Fig. 1: run 1, where the registers sit
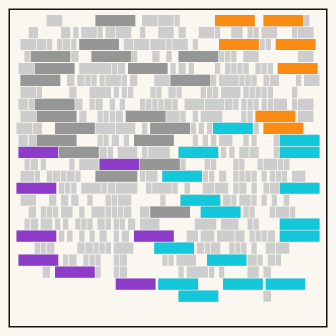
Fig. 2: run 1, cell classes on the final placement
Scale bar: 20 um.
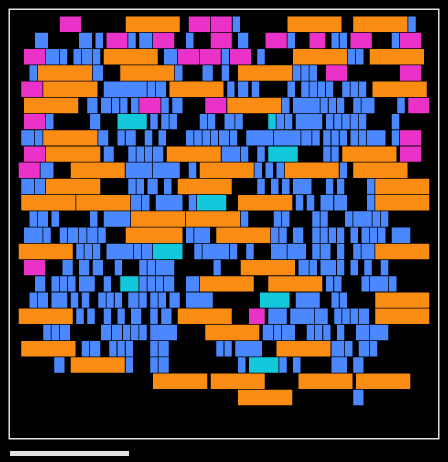
Fig. 3: run 1, track usage over the die
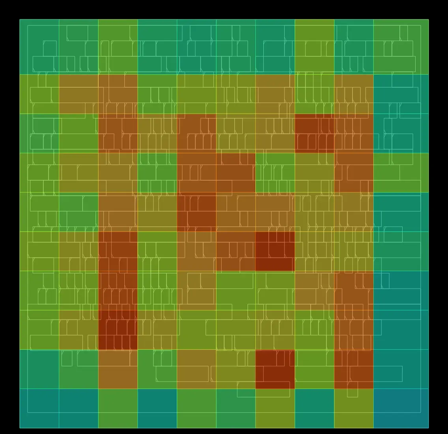
===== config.mk =====
export PLATFORM = sky130hd
export DESIGN_NAME = timer_display_mux
export DESIGN_NICKNAME = d
export VERILOG_FILES = /design/src/rtl/timer_display_pkg.sv /design/src/rtl/timer_display_mux_seg7.sv /design/src/rtl/timer_display_mux.sv
export SDC_FILE = /design/constraint.sdc
export NUM_CORES = 1
export LEC_CHECK = 0
export ABC_AREA = 1
export CAP_MARGIN = 20
export CORE_UTILIZATION = 57
export DETAILED_ROUTE_END_ITERATION = 10
export HOLD_SLACK_MARGIN = 0.05
export PLACE_DENSITY = 0.79
export SETUP_SLACK_MARGIN = 0.05
export SYNTH_ARGS = -nofsm -noshare
export SYNTH_HDL_FRONTEND = slang
export SYNTH_SLANG_ARGS = --single-unit

===== constraint.sdc =====
create_clock -name clk -period 2.7 [get_ports clk]
set_input_delay 0.27 -clock clk [delete_from_list [all_inputs] [get_ports clk]]
set_output_delay 0.27 -clock clk [all_outputs]
set_load 0.02 [all_outputs]

===== src/rtl/timer_display_pkg.sv =====
// Shared glyph and digit-index constants for the multiplexed m:ss display.
package timer_display_pkg;
  // Glyphs are {g,f,e,d,c,b,a}, active-high (lit = 1).
  localparam logic [6:0] SEG_0    = 7'h3F;
  localparam logic [6:0] SEG_1    = 7'h06;
  localparam logic [6:0] SEG_2    = 7'h5B;
  localparam logic [6:0] SEG_3    = 7'h4F;
  localparam logic [6:0] SEG_4    = 7'h66;
  localparam logic [6:0] SEG_5    = 7'h6D;
  localparam logic [6:0] SEG_6    = 7'h7D;
  localparam logic [6:0] SEG_7    = 7'h07;
  localparam logic [6:0] SEG_8    = 7'h7F;
  localparam logic [6:0] SEG_9    = 7'h6F;
  localparam logic [6:0] SEG_DASH = 7'h40;

  localparam logic [1:0] IDX_MIN = 2'd0;
  localparam logic [1:0] IDX_S1  = 2'd1;
  localparam logic [1:0] IDX_S0  = 2'd2;
endpackage


===== src/rtl/timer_display_mux_seg7.sv =====
// BCD to active-high 7-segment glyph; non-BCD codes render as a dash.
module bcd_to_seg7
  import timer_display_pkg::*;
(
  input  logic [3:0] bcd,
  output logic [6:0] glyph
);
  always_comb begin
    glyph = SEG_DASH;
    case (bcd)
      4'd0: glyph = SEG_0;
      4'd1: glyph = SEG_1;
      4'd2: glyph = SEG_2;
      4'd3: glyph = SEG_3;
      4'd4: glyph = SEG_4;
      4'd5: glyph = SEG_5;
      4'd6: glyph = SEG_6;
      4'd7: glyph = SEG_7;
      4'd8: glyph = SEG_8;
      4'd9: glyph = SEG_9;
      default: glyph = SEG_DASH;
    endcase
  end
endmodule


===== src/rtl/timer_display_mux.sv =====
// 3-digit time-multiplexed 7-seg driver: per-frame snapshot, anti-ghost
// blanking after each digit change, and whole-display blink while paused.
module timer_display_mux
  import timer_display_pkg::*;
#(
  parameter int CLK_HZ         = 50000000,
  parameter int SCAN_HZ        = 1000,
  parameter int BLINK_HZ       = 2,
  parameter int BLANK_CYCLES   = 2,
  parameter bit SEG_ACTIVE_LOW = 1'b1,
  parameter bit AN_ACTIVE_LOW  = 1'b1
) (
  input  logic       clk,
  input  logic       reset,
  input  logic [3:0] seconds0,
  input  logic [3:0] seconds1,
  input  logic [3:0] minutes0,
  input  logic       paused,
  output logic [6:0] seg,
  output logic       dp,
  output logic [2:0] an
);
  localparam int DIV  = CLK_HZ / SCAN_HZ;
  localparam int HALF = SCAN_HZ / (2 * BLINK_HZ);
  localparam int PW   = $clog2(DIV);
  localparam int HW   = (HALF > 1) ? $clog2(HALF) : 1;
  localparam int BW   = (BLANK_CYCLES > 0) ? $clog2(BLANK_CYCLES + 1) : 1;

  logic [PW-1:0] pres;
  logic [1:0]    idx;
  logic [BW-1:0] blank_cnt;
  logic [HW-1:0] blink_cnt;
  logic          blink_on;
  logic [3:0]    snap_m, snap_s1, snap_s0;
  logic          tick;
  logic [3:0]    cur_digit;
  logic [6:0]    cur_glyph;
  logic [6:0]    seg_r;
  logic          dp_r;
  logic [2:0]    an_r;

  assign tick = (pres == PW'(DIV - 1));

  always_ff @(posedge clk or posedge reset) begin
    if (reset) begin
      pres      <= '0;
      idx       <= IDX_MIN;
      blank_cnt <= '0;
      snap_m    <= '0;
      snap_s1   <= '0;
      snap_s0   <= '0;
    end else begin
      pres <= tick ? '0 : pres + 1'b1;
      if (tick) begin
        blank_cnt <= BW'(BLANK_CYCLES);
        if (idx == IDX_S0) begin
          idx     <= IDX_MIN;
          snap_m  <= minutes0;
          snap_s1 <= seconds1;
          snap_s0 <= seconds0;
        end else begin
          idx <= idx + 2'd1;
        end
      end else if (blank_cnt != '0) begin
        blank_cnt <= blank_cnt - 1'b1;
      end
    end
  end

  // Pausing restarts from the visible phase; resuming forces visibility at once.
  always_ff @(posedge clk or posedge reset) begin
    if (reset) begin
      blink_cnt <= '0;
      blink_on  <= 1'b1;
    end else if (!paused) begin
      blink_cnt <= '0;
      blink_on  <= 1'b1;
    end else if (tick) begin
      if (blink_cnt == HW'(HALF - 1)) begin
        blink_cnt <= '0;
        blink_on  <= ~blink_on;
      end else begin
        blink_cnt <= blink_cnt + 1'b1;
      end
    end
  end

  always_comb begin
    cur_digit = snap_m;
    case (idx)
      IDX_S1:  cur_digit = snap_s1;
      IDX_S0:  cur_digit = snap_s0;
      default: cur_digit = snap_m;
    endcase
  end

  bcd_to_seg7 u_dec (.bcd(cur_digit), .glyph(cur_glyph));

  // Active-high internal image; polarity is applied only at the pins.
  always_ff @(posedge clk or posedge reset) begin
    if (reset) begin
      seg_r <= '0;
      dp_r  <= 1'b0;
      an_r  <= '0;
    end else if (blank_cnt != '0 || !blink_on) begin
      seg_r <= '0;
      dp_r  <= 1'b0;
      an_r  <= '0;
    end else begin
      seg_r <= cur_glyph;
      dp_r  <= (idx == IDX_MIN);
      an_r  <= 3'b100 >> idx;
    end
  end

  assign seg = SEG_ACTIVE_LOW ? ~seg_r : seg_r;
  assign dp  = SEG_ACTIVE_LOW ? ~dp_r  : dp_r;
  assign an  = AN_ACTIVE_LOW  ? ~an_r  : an_r;
endmodule


==> flow_summary.yaml, run 1 <==
# implementation run metrics
final_layout:
  logic_gates: 240
  mi_logic_area_um2: 1225
  reg_top3: "pres (16), blink_cnt (8), seg_r (7)"
  clock_area_frac: 0.03018
  seqCellArea_um2: 1277
  final_cell_mix: "nand2_1, nor2_1, inv_1"
  dominant_cells: "sequential cells"
  signal_buffers: 27
  inv_count: 58
  num_antenna_cells: 0
  bufAreaShareNonClock: 0.08419
  syn_to_final_growth_pct: 13.58
power:
  leakagePower_nw: 1.558
  powerDensity_nw_per_um2: 417.4
  p_seq_frac: 0.589
  power_frac_comb: 0.061
  fin_total_pwr_mw: 1.315
  clockPowerShare: 0.350
  p_switching_mw: 0.2977
drt:
  wl_met1_um: 2256
  postRouteAntennaNets: 0
  drt_first_pass_iters: 4
  route.met3.wl_um: 160
  routed_wl_um: 4900
final_timing:
  hold_viol: 0
  fin_crit_ns: 2.119
  clock.fmax_mhz: 471.9
  clock_skew_ns: 0.009831
  worstMarginPinSlew_ns: 0.6007
  setup_tns_ns: 0
  hold_slack_ns: 0.3392
  fin_ws_ns: 0.5810
worst_setup_path:
  regToRegSetupSlack_ns: 0.58
  r2r-start: "idx[0]"
  crit_type: "flop to flop"
  cp-startpoint: "idx[0]"
  critPathMaxFanout: 11
  worstPathRequired_ns: 2.95
  cp.arrival_ns: 2.36
  endpoint: "seg_r[3]"
  cp-start-kind: "flop"
job:
  max-cap-violations: 0
yosys:
  ys_sh_simple: 0.2914
  edf_count: 0
  ys_types: 29
  xor_area_frac: 0.03473
  synthesis.area_um2: 2774
  synth_chip_area_um2: 2774
  top_cells_by_count: "nand2_1, nor2_1, inv_1"
  top_area_frac: 0.4511
  syn_inst: 355
  postSynthSeqShare: 0.4605
  ys_warn_count: 0
  synthAoiAreaFrac: 0.05683
  numSynthFlops: 51
  netlist_top_cells_area: "dfrtp_1, nand2_1, nor2_1"
  ys_sh_adder: 0.05864
  ys_cells: 355
grt:
  globalRouteOverflowTotal: 0
  antenna_found_initial: 0
  grt_pass1_wl_um: 8714
  grt_use_met2: 0.3847
  grt_start_max_net_pins: 31
clocking:
  clk_latency_ns: 0.31
  ctsResizeCount: 0
  postCtsSetupBuffers: 0
  numCtsBuffers: 5
placement:
  portBuffers: 25
run_status:
  status: "completed"
floorplan:
  ios: 26
  taps: 54
Back to the opening pictures, Fig. 1:
legend:
  `seg_r`:
    colour: orange
    sequential_cells: 7
    where: upper right
  `pres`:
    colour: cyan
    sequential_cells: 16
  `blink_cnt`:
    colour: purple
    sequential_cells: 8
sequential power: 0.775 mW
Seq/total area: 0.4055

Back to the opening pictures, Fig. 2:
legend:
  combinational and other logic:
    colour: blue
    cells: 298
    share_of_their_area: 47%
  remaining buffers and delay cells:
    colour: magenta
    cells: 27
    share_of_their_area: 8.6%
  sequential cells:
    colour: orange
    cells: 51
    share_of_their_area: 41%
  clock drivers and dummy loads:
    colour: cyan
    cells: 8
    share_of_their_area: 3.1%
cell area after layout: 3151 um2
Core ar.: 4692 um2
Core Util, Final: 0.6715
# rows: 25

Back to the opening pictures, Fig. 3:
routing usage on met1: 0.2675
WL/cell: 11.19 um
Tot GR Track Use: 0.2175

## run 1: power groups by stage
stage / clock (mW) / sequential (mW) / combinational, mW
finish: 0.460 / 0.775 / 0.0804
global route: 0.497 / 0.776 / 0.0878
CTS: 0.477 / 0.775 / 0.0821
detailed placement: 0 / 0.790 / 0.0818
global placement: 0 / 0.790 / 0.0796
floorplan: 0 / 0.789 / 0.0390
## run 1: critical path, cell delays in order (launching register included)
cell     delay, ns
dfrtp_1       0.41
inv_1         0.12
ha_1          0.22
inv_1         0.20
o21ai_0       0.23
nand2_1       0.07
nand2_1       0.14
inv_1         0.08
ha_1          0.29
nor2_1        0.14
nor2_1        0.06
nor2_1        0.09
Fig. 4: run 1, routed clock nets over the placement
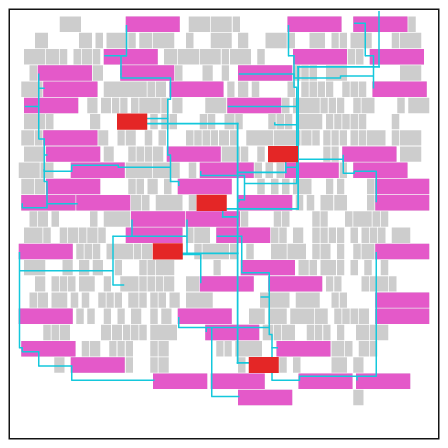

==> run 2: changes to the inputs <==
==> constraint.sdc (replaced) <==
create_clock -name clk -period 2.1 [get_ports clk]
set_input_delay 0.21 -clock clk [delete_from_list [all_inputs] [get_ports clk]]
set_output_delay 0.21 -clock clk [all_outputs]
set_load 0.02 [all_outputs]
Fig. 5: run 2, routed clock nets over the placement
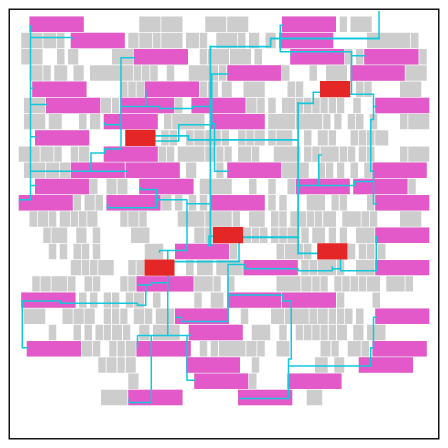
legend:
  clock wires:
    colour: cyan
    length: 624 um
  clock drivers:
    colour: red
    count: 5
  flip-flops:
    colour: magenta
    count: 51
routed clock nets: 6
Clock Power Share: 0.353
Clk. pwr: 0.602 mW
Setup Skew: 0.01513 ns
Latency at later pin: 0.32 ns

Fig. 6: run 2, supply network
Pins as bars on the die edge. Tap cells in grey.
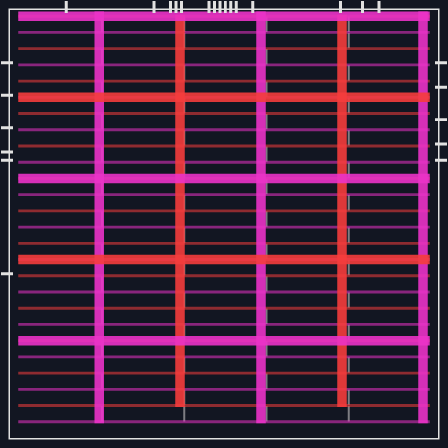
legend:
  VSS:
    colour: magenta
  VDD:
    colour: red
met1 rails: 26
signal pins: 26
tap cells: 54
rows: 25
met5 straps: 5
Die Height: 71.76 um
Max VDD drop: 0.3634 mV
die x size: 71.76 um

==> run 2 against run 1 <==
Area after synthesis unchanged. Worst setup slack got worse by 0.33 ns. Non-clock buffer count increased by 2. Combinational power increased by 32%. Clock-buffer cell count decreased by 2. Clock power increased by 31%. Worst hold slack got worse by 0.062 ns. Largest cell class unchanged. Clock skew increased by 0.0053 ns. Power increased by 30%. Die size unchanged.
==> flow_summary.yaml, run 2 <==
# implementation run metrics
run_status:
  status: "completed"
yosys:
  synthesis.area_um2: 2774
  syn_inst: 355
  netlist_top_cells_area: "dfrtp_1, nand2_1, nor2_1"
  synth_chip_area_um2: 2774
  postSynthSeqShare: 0.4605
  ys_cells: 355
  ys_types: 29
  numSynthFlops: 51
  ys_warn_count: 0
  top_area_frac: 0.4511
  top_cells_by_count: "nand2_1, nor2_1, inv_1"
  edf_count: 0
power:
  power_leader: "registers"
  fin_total_pwr_mw: 1.704
  powerDensity_nw_per_um2: 534.4
  leakagePower_nw: 1.572
  p_comb_mw: 0.106
  p_switching_mw: 0.4178
  p_seq_mw: 0.996
  p_seq_frac: 0.585
  power_frac_comb: 0.062
worst_setup_path:
  cp.arrival_ns: 2.09
  critPathSlowestCell: "dfrtp_1"
  worstPathRequired_ns: 2.34
  timing.rr.end: "seg_r[3]"
  critPathMaxStageDelay_ns: 0.42
  cp-start-kind: "flop"
  worst_r2r_path_depth: 11
  cp_top_family: "adder cells"
  cp_num_buf_inv: 3
  critPathMaxFanout: 4
  crit_type: "flop to flop"
  r2r-start: "idx[0]"
  cp_cell_sequence: "inv_1 -> ha_2 -> inv_1 -> o21ai_1 -> nand2_1 -> nand2_2 -> inv_1 -> ha_1 -> nor2_2 -> nor2_1 -> nor2_1"
  cp_common_cell: "inv_1"
final_layout:
  post-route-cell-area_um2: 3188
  syn_to_final_growth_pct: 14.93
  num_antenna_cells: 0
  post-route-util: 0.6795
  reg_top3: "pres (16), blink_cnt (8), seg_r (7)"
grt:
  grt.total_usage: 0.2337
  grt_use_met2: 0.3836
  grt_start_max_net_pins: 52
  gr-usage-met1: 0.3124
  antenna_found_initial: 0
  grt_pass1_wl_um: 9321
  globalRouteOverflowTotal: 0
placement:
  portBuffers: 25
final_timing:
  hold_slack_ns: 0.2770
  setup_tns_ns: 0
  worstMarginPinSlew_ns: 0.4363
  clock.fmax_mhz: 539.7
  fin_crit_ns: 1.853
  hold_viol: 0
floorplan:
  coreArea_um2: 4692
  ios: 26
  rows: 25
clocking:
  ctsResizeCount: 0
  numCtsBuffers: 5
drt:
  route.met3.wl_um: 161
  postRouteAntennaNets: 0
  wl_met1_um: 2396
  routed_wl_um: 5078
  wire_per_inst_um: 11.54
job:
  max-cap-violations: 0
==> run 2: how the worst max path moves through the flow <==
stage / from / end / cells after the start
after floorplan: idx[0] / seg_r[3] / 12
after global placement: idx[0] / seg_r[3] / 11
after detailed placement: idx[0] / seg_r[3] / 11
after CTS: idx[0] / seg_r[3] / 11
after global routing: idx[0] / seg_r[3] / 11
final: idx[0] / seg_r[3] / 11
==> run 2: layout make-up <==
class / count / area share
clock buffer: 5 / 0.02159
clock inverter: 3 / 0.008242
inverter: 58 / 0.06907
multi-input combinational: 240 / 0.3874
sequential: 51 / 0.4007
tap: 54 / 0.02119
timing repair buffer: 29 / 0.09184
==> run 2: cell families after synthesis <==
logic type	share of synthesized area
fa+ha+maj	0.05864
buf+inv	0.09788
xor+xnor	0.03473
compound gates	0.05683
flops	0.4605
simple gates	0.2914
Power figures rest on the tool's default switching activity, not on a simulated workload.
